Figure 1. Register map, names as in the netlist.
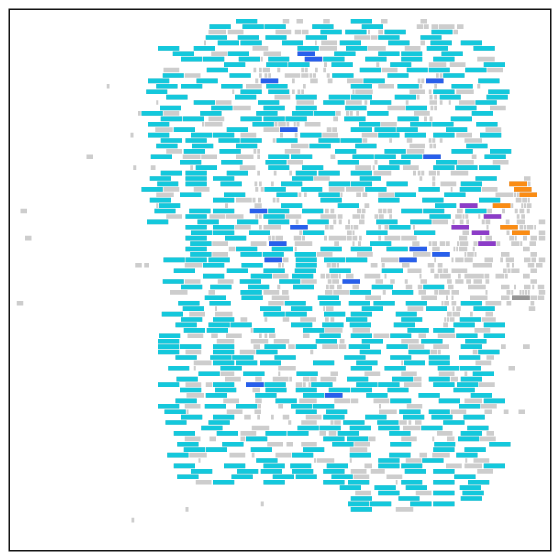
Figure 2. The metal 3 layer.
Scale bar: 100 um.
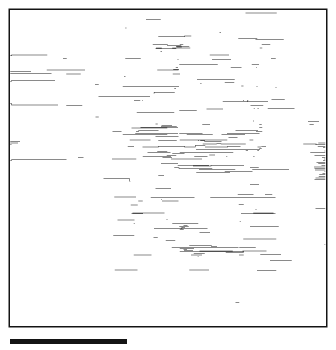
Figure 3. Metal 2.
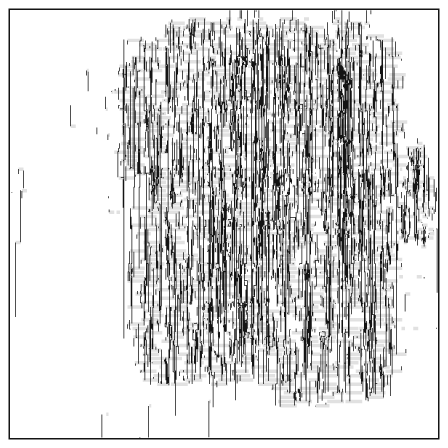
Figure 4. Congestion heat map.
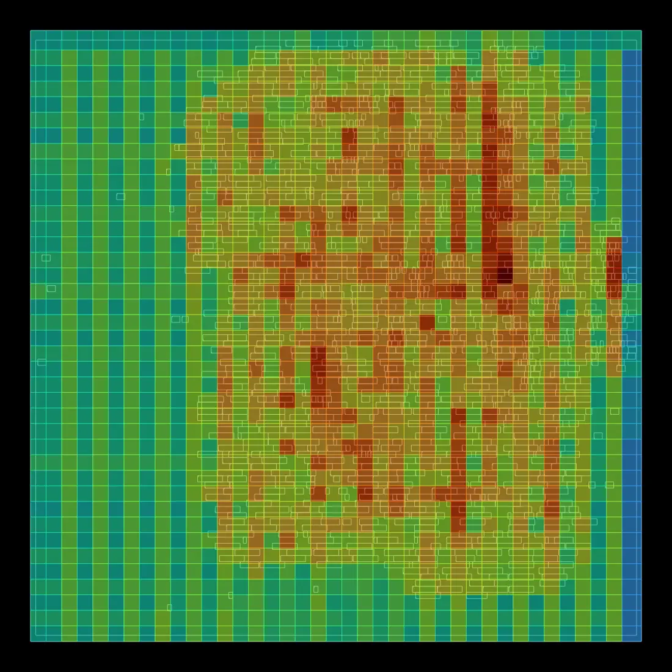
==> config.mk <==
export PLATFORM = sky130hd
export DESIGN_NAME = delay_ring_buffer
export DESIGN_NICKNAME = d
export VERILOG_FILES = /design/src/rtl/delay_ring_buffer.sv
export SDC_FILE = /design/constraint.sdc
export NUM_CORES = 1
export LEC_CHECK = 0
export CORE_MARGIN = 2
export CORE_UTILIZATION = 30
export DETAILED_ROUTE_END_ITERATION = 16
export PLACE_DENSITY = 0.54
export SLEW_MARGIN = 20
export SYNTH_ARGS = -nofsm -noshare
export SYNTH_HDL_FRONTEND = slang
export SYNTH_SLANG_ARGS = --single-unit
==> constraint.sdc <==
create_clock -name clk -period 7.7 [get_ports clk]
set_input_delay 1.54 -clock clk [delete_from_list [all_inputs] [get_ports clk]]
set_output_delay 1.54 -clock clk [all_outputs]
set_load 0.005 [all_outputs]
==> flow_summary.yaml <==
# yosys + openroad results
logic_synthesis:
  syn_avg_cell_area_um2: 20.5
  ys_sh_simple: 0.0312
  yosysChipArea_um2: 21400
  aoi_share: 0.0363
  synth-edff-count: 512
  yosys_cells: 1043
  ff_type: "edfxtp_1"
  yosysUniqueCellTypes: 39
  synthAdderAreaFrac: 0.0109
  postSynthCellCount: 1043
sta:
  fin_worst_skew_ns: 0.0259
  fmax_mhz: 185
  setup_slack_ns: 2.30
  final.min_clock_period_ns: 5.40
  fin_hold_ws_ns: 0.537
drt:
  viasPerCell: 5.06
  drc: 0
outcome:
  status: "complete, no violations"
clocking:
  numClockSinks: 540
  htree_levels: 2
  clk_path_buf_depth: 3
  cts_root_buf: "clkbuf_16"
  worstSkewPairLatency_ns: 0.61
global_route:
  grt_max_degree: 57
  antenna_found_initial: 6
layout:
  largest_reg_flops: 512
  finish.net_count: 1178
  area_growth_pct: 16.2
  final_cells: 2119
flow_run:
  warning_count: 31
placement:
  place_congestion: 0.746
min_path:
  min_path_type: "flop to flop"
power:
  power_density_nw_per_um2: 262
setup_path:
  cp.arrival_ns: 5.88
  endpoint_kind: "flop"
floorplanning:
  boundaryPins: 49
Back to the opening pictures, Figure 1:
colour	signal	sequential cells
blue	Data_Out	16
cyan	mem	512
purple	wr_ptr	5
orange	Fill_Count	6
Util after Layout: 0.353
sequential cell area: 16,100 um^2
flop share of the area: 0.648
Seq. pwr: 3.31 mW

Back to the opening pictures, Figure 2:
wire length on this layer	2,980 um
share of all routed wire	5.5%
nets with wire on the layer	117
longest straight run	57.0 um
main direction	horizontal
WL final: 54.6 mm
met3 usage: 0.0243

Back to the opening pictures, Figure 3:
main direction	vertical
share of all routed wire	48%
longest straight run	148 um
nets with wire on the layer	1,035
wire length on this layer	26.4 mm
total number of vias: 10,700
met2 Track Usage GR: 0.243

Back to the opening pictures, Figure 4:
wire per inst: 25.8 um
most used routing layer: met2
All-Layer GR Usage: 0.148

-- worst max-delay path: stages --
cell	delay, ns
clkdlybuf4s50_1	0.43
nor4_1	0.30
nor2_1	0.07
nor2_1	0.24
ha_4	0.18
inv_1	0.05
fa_4	1.38
buf_12	0.37
mux4_2	0.36
nor2b_1	0.14
a221oi_1	0.53
a211o_1	0.18
nand3_1	0.07
-- layer usage --
metal / GRT usage / wire length [um] / vias to the layer above
met5: 0 / 68 / -
met4: 0.0512 / 1560 / 12
met3: 0.0243 / 2980 / 80
met2: 0.243 / 26400 / 350
met1: 0.201 / 23600 / 5762
li1: - / - / 4512
-- cells by family after synthesis --
| family | Yosys count |
|---|---|
| flip-flops | 540 |
| multiplexers | 165 |
| AND/OR/NAND/NOR | 138 |
| AND-OR/OR-AND | 115 |
| buffers and inverters | 65 |
| adder cells (fa/ha/maj) | 18 |
| XOR/XNOR | 2 |
-- layout by cell type (no fill, tap or decap), drive strengths merged, types with 5 or more instances in the layout --
master,synthesis,final
edfxtp,512,512
mux4,128,128
clkbuf,30,71
buf,29,54
nor2,52,52
nand3,49,49
clkdlybuf4s50,0,40
o21ai,38,38
a21oi,36,36
dfrtp,28,28
clkinv,0,27
mux2i,21,21
ha,17,17
mux2,16,16
o211a,15,15
a2111o,15,15
nand2,11,11
inv,6,8
nand3b,5,5
-- power by group --
part           internal (mW)  switching, mW  total (mW)
clock                   1.31           1.09        2.40
sequential              3.25         0.0516        3.31
combinational          0.364          0.416       0.780
-- area by class of cell --
type	count	area (um^2)
well taps	940	1180
multi-input cells	438	5130
flip-flops and latches	540	16100
inverters	6	22.5
repair buffers	94	823
clock inverters	30	151
clock buffers	71	1440
fillers	6505	45500
-- Yosys cell counts (3+ instances only) --
master,count
mux4_2,128
buf_4,3
mux2_2,16
a2111o_1,15
o21ai_0,38
nand2b_1,4
buf_2,15
inv_1,6
o211a_1,15
nor2b_1,4
dfrtp_1,28
nand2_1,11
nor2_1,52
a22oi_1,3
buf_6,3
clkbuf_1,30
buf_1,8
and3_1,4
edfxtp_1,512
nand3_1,49
nand3b_1,5
mux2i_1,21
a21oi_1,36
ha_1,17
Power is estimated from default activity; no workload was simulated.
